### config.mk
export PLATFORM = sky130hd
export DESIGN_NAME = bus_arbiter2
export DESIGN_NICKNAME = d
export VERILOG_FILES = /design/src/rtl/bus_arbiter2_pkg.sv /design/src/rtl/bus_arbiter2_mux2.sv /design/src/rtl/bus_arbiter2.sv
export SDC_FILE = /design/constraint.sdc
export NUM_CORES = 1
export LEC_CHECK = 0
export CORE_ASPECT_RATIO = 0.6
export CORE_MARGIN = 5
export CORE_UTILIZATION = 40
export DETAILED_ROUTE_END_ITERATION = 10
export HOLD_SLACK_MARGIN = 0.06
export PLACE_DENSITY = 0.85
export SLEW_MARGIN = 5
export SYNTH_ARGS = -nofsm -noshare
export SYNTH_HDL_FRONTEND = slang
export SYNTH_SLANG_ARGS = --single-unit
### constraint.sdc
create_clock -name Clk -period 4.8 [get_ports Clk]
set_clock_uncertainty 0.2 [all_clocks]
set_input_delay 0.72 -clock Clk [delete_from_list [all_inputs] [get_ports Clk]]
set_output_delay 0.72 -clock Clk [all_outputs]
set_load 0.005 [all_outputs]
### src/rtl/bus_arbiter2_pkg.sv
// rtl/bus_arbiter2_pkg.sv - shared state encodings and defaults for the two-requester bus arbiter
package bus_arbiter2_pkg;

    typedef enum logic [1:0] {
        ST_IDLE = 2'b00,
        ST_OWN0 = 2'b01,
        ST_OWN1 = 2'b10
    } arb_state_t;

    localparam int DEF_N       = 16;
    localparam int DEF_MAXHOLD = 8;

    // Grant vector implied by a state; IDLE and any unused code grant nobody.
    function automatic logic [1:0] grant_of(input arb_state_t st);
        case (st)
            ST_OWN0: grant_of = 2'b01;
            ST_OWN1: grant_of = 2'b10;
            default: grant_of = 2'b00;
        endcase
    endfunction

endpackage

### src/rtl/bus_arbiter2_mux2.sv
// rtl/bus_arbiter2_mux2.sv - parameterized 2:1 datapath mux
module bus_arbiter2_mux2 #(
    parameter int W = 16
) (
    input  logic [W-1:0] a,
    input  logic [W-1:0] b,
    input  logic         sel,
    output logic [W-1:0] y
);

    assign y = sel ? b : a;

endmodule

### src/rtl/bus_arbiter2.sv
// rtl/bus_arbiter2.sv - two-requester bus arbiter with hold limit, fairness and registered shared datapath
module bus_arbiter2
    import bus_arbiter2_pkg::*;
#(
    parameter int N       = DEF_N,
    parameter int MAXHOLD = DEF_MAXHOLD
) (
    input  logic         Clk,
    input  logic         Resetn,
    input  logic [1:0]   R,
    input  logic [N-1:0] X,
    input  logic [N-1:0] Y,
    output logic [1:0]   G,
    output logic         S,
    output logic [N-1:0] F,
    output logic         V
);

    // Counter value during the last permitted owned cycle.
    localparam logic [7:0] HOLD_LAST = 8'(MAXHOLD - 1);

    arb_state_t   state;
    arb_state_t   next_state;
    logic [7:0]   hold_cnt;
    logic         last_owner;
    logic         expire;
    logic [N-1:0] mux_y;

    bus_arbiter2_mux2 #(
        .W (N)
    ) u_mux (
        .a   (X),
        .b   (Y),
        .sel (S),
        .y   (mux_y)
    );

    assign expire = (hold_cnt == HOLD_LAST);

    always_comb begin
        next_state = state;
        unique case (state)
            ST_IDLE: begin
                case (R)
                    2'b01:   next_state = ST_OWN0;
                    2'b10:   next_state = ST_OWN1;
                    2'b11:   next_state = last_owner ? ST_OWN0 : ST_OWN1;
                    default: next_state = ST_IDLE;
                endcase
            end
            ST_OWN0: begin
                if (!R[0] || expire)
                    next_state = R[1] ? ST_OWN1 : ST_IDLE;
            end
            ST_OWN1: begin
                if (!R[1] || expire)
                    next_state = R[0] ? ST_OWN0 : ST_IDLE;
            end
            default: next_state = ST_IDLE;
        endcase
    end

    always_ff @(posedge Clk or negedge Resetn) begin
        if (!Resetn) begin
            state      <= ST_IDLE;
            hold_cnt   <= 8'd0;
            last_owner <= 1'b1;
            G          <= 2'b00;
            S          <= 1'b0;
            F          <= '0;
            V          <= 1'b0;
        end else begin
            state <= next_state;
            G     <= grant_of(next_state);

            if (next_state != state)
                hold_cnt <= 8'd0;
            else if (state != ST_IDLE)
                hold_cnt <= hold_cnt + 8'd1;

            // Select and fairness flag follow the owner; both hold through IDLE.
            if (next_state == ST_OWN0) begin
                S          <= 1'b0;
                last_owner <= 1'b0;
            end else if (next_state == ST_OWN1) begin
                S          <= 1'b1;
                last_owner <= 1'b1;
            end

            if (state != ST_IDLE)
                F <= mux_y;
            V <= (state != ST_IDLE);
        end
    end

endmodule

run_1/met1.png
Supply wires on this layer in gray.
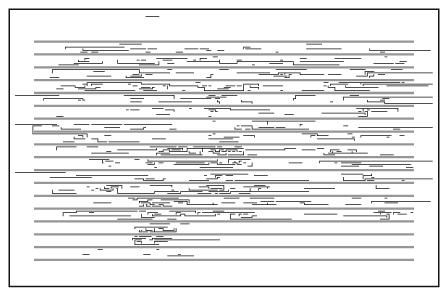
nets with wire on the layer: 207
share of all routed wire: 48%
longest straight run: 23.9 µm
wire length on this layer: 1600 µm
met1 usage: 17.27%
Total Wirelength: 3.359 mm
DR vias: 1261

run_1/met2.png
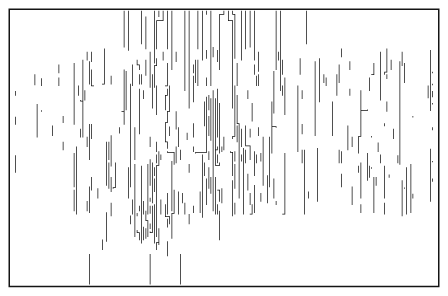
wire length on this layer: 1500 µm
nets with wire on the layer: 198
main direction: vertical
share of all routed wire: 45%
met2 usage: 19.03%

run_1/met3.png
The bar under the picture is 20 µm long. Cells faint in the background.
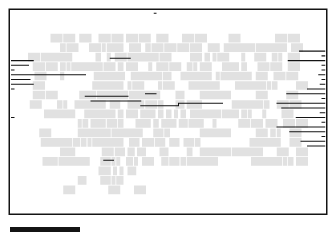
nets with wire on the layer: 32
longest straight run: 21.2 µm
main direction: horizontal
met3 usage: 4.853%

==> deck_impl_summary.md, run 1 <==
Run Summary

Synthesis
  – Synth Seq Share: 49.80%
  – Ys async rst share: 100.0%
  – Cell with the most instances after synthesis: dfrtp_1
  – Most common library cells after synthesis: dfrtp_1 (30), a21oi_1 (23), nor2_1 (19)
  – Dominant flop cell: dfrtp_1
  – Post-synth EDFFs: 0
  – Post-synthesis area per instance: 10.76 µm²
  – Yosys top cell by area: dfrtp_1
  – Yosys warns: 0
  – Syn nets: 185
  – Cell Area, Synth: 1560 µm²
  – Synth area leaders: dfrtp_1 (48%), mux2i_1 (11%), a21oi_1 (7.4%)
  – Post-synth top area share: 48.12%
  – Yosys stat chip area: 1560 µm²

Min path
  – Hold Startpoint: last_owner

Place
  – GP Congestion: 0.8374
  – Pre-CTS WS: 2.138 ns
  – Cells after DPL: 239

Timing
  – Worst slew margin: 23.93%
  – Final setup viols: 0
  – Slew @ Worst Pin: 1.141 ns
  – Final Max-Slew Violation Tally: 0
  – Final period util: 58.52%
  – F_max: 356.0 MHz
  – Unrepaired setup endpoints after global routing: false

Global route
  – Grt ovf: 0
  – Total global-route track usage: 12.78%
  – Initial antenna violation count: 0
  – Largest net degree at the start of global routing: 37
  – First-pass GRT wire length: 5.499 mm

Power
  – Net Switching: 0.3261 mW
  – Switching Fraction: 31.43%
  – Cell Pwr Density: 471.9 nW/µm²
  – Comb power frac: 39.4%
  – Sequential share of power: 42.3%
  – VDD IR-drop max: 0.2416 mV
  – Leak Pwr: 0.9645 nW

Final layout
  – Multi-input gates: 100
  – Top cell excl fill/tap: clkdlybuf4s50_1
  – Clock buffers: 8
  – Largest class: flip-flops and latches
  – Commonest cells after routing, fill and taps aside: clkdlybuf4s50_1 (55), dfrtp_1 (30), a21oi_1 (23)
  – Number of non-clock buffers: 56
  – Filler instances: 317
  – Flop area: 777.0 µm²
  – Comb/total area: 32.10%
  – Comb gate area: 705.7 µm²
  – ANT cells: 0
  – Seq area share: 35.34%
  – Non-clk buf share: 25.38%

Critical path
  – CP max FO: 18
  – Largest delay contributor family on the critical path: flip-flops
  – Crit. Startpoint: S
  – Worst path max stage delay: 0.95 ns
  – CP endpoint kind: output port
  – CP arrival: 1.89 ns
  – Startpoint types: register
  – Worst path bufs/invs: 1
  – Critical Path RT: 3.88 ns
  – Critical path, cell by cell: clkdlybuf4s50_1

Die
  – Fp_density: 41.92%
  – Die W: 90.63 µm
  – Core Area: 3722 µm²
  – Chip height: 58.38 µm
  – Tap cells: 47
  – Num rows: 17

Clocking
  – Latency at later pin: 0.28 ns
  – TritonCTS Sinks: 31
  – Number of H-tree branching levels: 2
  – CTS buffer count: 5
  – Post-CTS Setup Bufs: 0
  – Clk pin slew, worst setup/hold paths: 0.06 ns
  – CTS tree: done
  – Hold Buf Count CTS: 0
  – Clk root buf: clkbuf_8

Flow run
  – Tool Warnings: 28

Drt
  – DRT iter0 DRCs: 32
  – Drt wl/cell: 13.60 µm
  – ANT nets after route: 0
  – DR pass1 iterations: 4
  – DR vias/cell: 5.105

Status
  – Status: complete, no violations
[run 1: final timing paths]
path                                     to  slack [ns]  depth (start not counted)
worst max-delay path                      S        1.99                          1
worst min-delay path             last_owner        0.28                          2
worst max register to register  hold_cnt[7]        2.47                          3
worst min register to register   last_owner        0.28                          2
max in group asynchronous        last_owner        3.46                          2
min in group asynchronous          state[0]        0.63                          2
[run 1: power groups by stage]
stage / Clock [mW] / Sequential [mW] / Combinational (mW)
floorplan: 0 / 0.413 / 0.227
global placement: 0 / 0.440 / 0.413
detailed placement: 0 / 0.443 / 0.419
CTS: 0.193 / 0.439 / 0.420
global route: 0.208 / 0.453 / 0.455
finish: 0.190 / 0.439 / 0.409
[run 1: state kept, by name, summed over array words and instances, names as in the netlist]
signal	flops
F	16
hold_cnt	8
G	2
state	2
S	1
V	1
last_owner	1
[run 1: cells by family (layout without fill, tap and decap cells)]
family                     count (synthesis)  after routing  share of synthesized area (%)
adders and majority gates                  4              4                          3.208
buffers and inverters                     14             69                          4.972
DFF                                       31             31                          49.80
muxes                                     17             17                          10.91
xor gates and xnor gates                   4              4                          2.246
AOI/OAI and AO/OA                         42             42                          17.80
and+or+nand+nor                           33             33                          11.07
[run 1: through the flow]
step	total power, mW	hold slack (ns)	utilization (%)	cell area (µm²)
2_1_floorplan	0.6397	0.2244	-	1560
3_3_place_gp	0.8525	0.2598	56.91	2118
3_5_place_dp	0.8618	0.2634	56.91	2118
4_1_cts	1.052	0.2729	59.06	2198
5_1_grt	1.117	0.3225	59.06	2198
6_report	1.037	0.2758	59.06	2198
[run 1: routing by layer]
| metal | wire [µm] | share of wire (%) |
|---|---|---|
| met4 | 41 | 1.2 |
| met3 | 220 | 6.5 |
| met2 | 1500 | 45 |
| met5 | 0 | 0 |
| met1 | 1597 | 48 |
run_1/gate_families.png
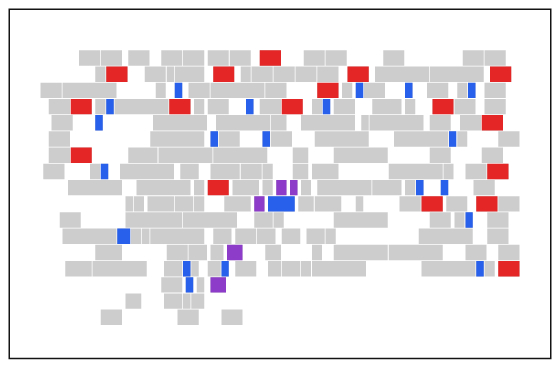

==> run 2: changes to the inputs <==
Settings changed: PLACE_DENSITY 0.85 to 0.88.
Clock period 4.8 ns to 2.25 ns, I/O delays scaled along.
run_2/gate_families.png
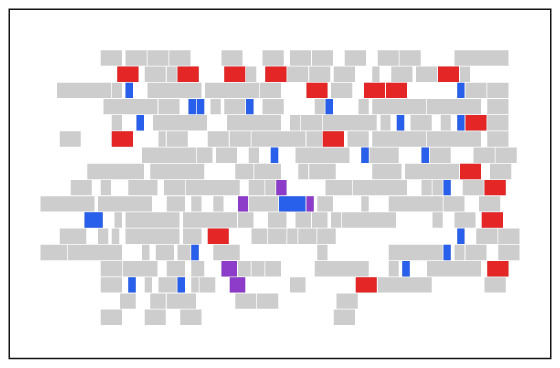
legend:
  multiplexers:
    color: red
    cells: 17
  NOR gates:
    color: blue
    cells: 21
  NAND gates:
    color: purple
    cells: 5
    where: middle
Comb/total area: 32.03%
Top cell excl fill/tap: clkdlybuf4s50_1
post-route insts no fill: 254

run_2/met1.png
Supply wires on this layer in gray.
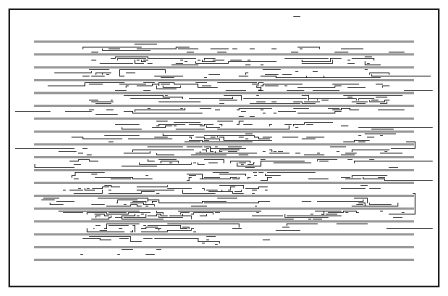
share of all routed wire: 47%
wire length on this layer: 1810 µm
Total Wirelength: 3.848 mm
DR vias: 1307
met1 usage: 19.98%

run_2/met3.png
The bar under the picture is 20 µm long. Cells faint in the background.
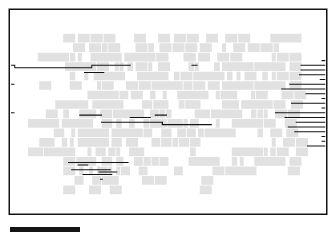
main direction: horizontal
longest straight run: 22.1 µm
wire length on this layer: 256 µm
met3 usage: 5.236%

==> run 2 against run 1 <==
Critical path depth increased by 6; sequential power grew 100%; via count grew 3.6%; first-iteration DRC count is 22% higher; non-clock buffer count is 7 higher; worst setup slack worse by 1.9 ns; count of clock-buffer cells in the layout stayed put; die size unchanged; combinational power up 140%; synthesized area did not move; utilization rose by 2.0 points; critical path type is now reg -> reg; highest routed layer unchanged.
==> deck_impl_summary.md, run 2 <==
Run Summary

Clocking
  – Clk root buf: clkbuf_8 (unchanged)
  – CTS buffer count: 5 (unchanged)
  – Number of H-tree branching levels: 2 (unchanged)
  – TritonCTS Sinks: 31 (unchanged)
  – Hold Buf Count CTS: 0 (unchanged)
  – Latency at later pin: 0.28 ns (about the same)
  – CTS tree: done (unchanged)
  – Clk pin slew, worst setup/hold paths: 0.07 ns (was 0.06 ns)

Status
  – Status: complete, no violations (unchanged)

Synthesis
  – Yosys stat chip area: 1560 µm² (unchanged)
  – Post-synthesis area per instance: 10.76 µm² (unchanged)
  – Cell with the most instances after synthesis: dfrtp_1 (unchanged)
  – Ys async rst share: 100.0% (unchanged)
  – Yosys top cell by area: dfrtp_1 (unchanged)
  – Most common library cells after synthesis: dfrtp_1 (30), a21oi_1 (23), nor2_1 (19) (unchanged)
  – Synth area leaders: dfrtp_1 (48%), mux2i_1 (11%), a21oi_1 (7.4%) (unchanged)
  – Cell Area, Synth: 1560 µm² (unchanged)
  – Yosys warns: 0 (unchanged)
  – Synth Seq Share: 49.80% (unchanged)
  – Post-synth EDFFs: 0 (unchanged)
  – Syn nets: 185 (unchanged)
  – Dominant flop cell: dfrtp_1 (unchanged)
  – Post-synth top area share: 48.12% (unchanged)

Final layout
  – Commonest cells after routing, fill and taps aside: clkdlybuf4s50_1 (55), dfrtp_1 (30), a21oi_1 (23) (unchanged)
  – Comb gate area: 728.2 µm² (was 705.7 µm²)
  – Flop area: 777.0 µm² (unchanged)
  – Largest register FFs: 16 (unchanged)
  – Largest reg by FF count: F (unchanged)
  – Filler instances: 316 (was 317)
  – Area Overhead vs Synth: 45.71% (was 40.90%)
  – Top Registers: F x16, hold_cnt x8 (unchanged)
  – Final core occ: 61.08% (was 59.06%)
  – ANT cells: 0 (unchanged)
  – Final instance area: 2273 µm² (was 2198 µm²)

Place
  – Pre-CTS WS: 0.01980 ns (was 2.138 ns)
  – Detailed placement HPWL: 2.862 mm (was 2.526 mm)
  – Post-placement cell area: 2171 µm² (was 2118 µm²)
  – Cells after DPL: 246 (was 239)
  – GP Congestion: 0.8490 (was 0.8374)

Timing
  – Worst slew margin: 73.96% (was 23.93%)
  – Final period util: 96.81%
  – Hold slack: 0.2449 ns (was 0.2758 ns)
  – Final setup viols: 0 (unchanged)
  – F_max: 459.1 MHz
  – Final Max-Slew Violation Tally: 0 (unchanged)
  – Slew @ Worst Pin: 0.3906 ns (was 1.141 ns)

Flow run
  – Max Cap Viol: 0 (unchanged)
  – Tool Warnings: 28 (unchanged)

Critical path
  – Startpoint types: register (unchanged)
  – R2r worst-path depth: 7 (was 3)
  – CP endpoint kind: register (was output port)
  – CP max FO: 5 (was 18)
  – CP arrival: 2.18 ns (was 1.89 ns)

Drt
  – Drt wl/cell: 15.15 µm (was 13.60 µm)
  – DR vias/cell: 5.146 (was 5.105)
  – DRT iter0 DRCs: 39 (was 32)
  – DRC violations left: 0 (unchanged)
  – ANT nets after route: 0 (unchanged)
  – DR pass1 iterations: 4 (unchanged)

Die
  – Chip height: 58.38 µm (unchanged)
  – Core Area: 3722 µm² (unchanged)
  – Die W: 90.63 µm (unchanged)
  – Fp_density: 41.92% (unchanged)
  – Num rows: 17 (unchanged)

Global route
  – First-pass GRT wire length: 6.341 mm (was 5.499 mm)
  – Initial antenna violation count: 0 (unchanged)
  – Met2 usage: 23.16% (was 19.03%)
  – Total global-route track usage: 14.79% (was 12.78%)

Power
  – Switching Fraction: 32.32% (was 31.43%)
  – Cell Pwr Density: 1009 nW/µm² (was 471.9 nW/µm²)
  – Leak Pwr: 1.000 nW (was 0.9645 nW)
  – VDD IR-drop max: 0.5582 mV (was 0.2416 mV)
  – Net Switching: 0.7418 mW (was 0.3261 mW)
  – Final Total Pwr: 2.295 mW (was 1.037 mW)
  – Clock network fraction of total power: 18.0% (was 18.3%)
  – Sequential share of power: 38.5% (was 42.3%)
[run 2: cell counts after synthesis]
Identical to the previous run, type by type.
[run 2: worst max-delay path: stages, from the launching register on]
cell	delay, ns
dfrtp_1	0.41
ha_1	0.21
and3b_2	0.25
a31o_2	0.27
a32o_1	0.30
ha_4	0.29
nor2b_2	0.04
a21oi_1	0.13
[run 2: power by group through the flow]
stage | clock network [mW] | registers [mW] | logic [mW]
3_5_place_dp | 0 | 0.893 | 0.988
6_report | 0.414 | 0.883 | 0.999
2_1_floorplan | 0 | 0.881 | 0.484
5_1_grt | 0.453 | 0.911 | 1.10
3_3_place_gp | 0 | 0.877 | 0.972
4_1_cts | 0.416 | 0.882 | 0.990
[run 2: cell type report]
class | instances | share of cell area, %
multi-input combinational | 100 | 32.03
tap | 47 | 2.587
timing repair buffer | 63 | 26.86
sequential | 31 | 34.18
inverter | 5 | 0.8255
clock buffer | 8 | 3.522
[run 2: layer usage]
metal,routed length [µm],vias up
li1,-,647
met1,1811,611
met2,1748,44
met3,255,5
met4,33,0
met5,0,-
[run 2: what timing repair did]
action | in CTS | in global routing
resized | 0 | 3
endpoints found under the setup margin | 0 | 2
buffers inserted | 0 | 0
[run 2: final timing paths]
check	from	endpoint	slack, ns
max	hold_cnt[1]	last_owner	0.07
min	Resetn	G[1]	0.24
max reg2reg	hold_cnt[1]	last_owner	0.07
min reg2reg	last_owner	last_owner	0.28
max in group asynchronous	Resetn	last_owner	1.28
min in group Clk	last_owner	last_owner	0.28
[run 2: cells by family after synthesis]
logic type	share of synthesized area, %
compound gates	17.80
simple gates	11.07
flops	49.80
mux	10.91
buf+inv	4.972
xor+xnor	2.246
fa+ha+maj	3.208
No activity file was given, so power comes from the tool's default toggle rates.
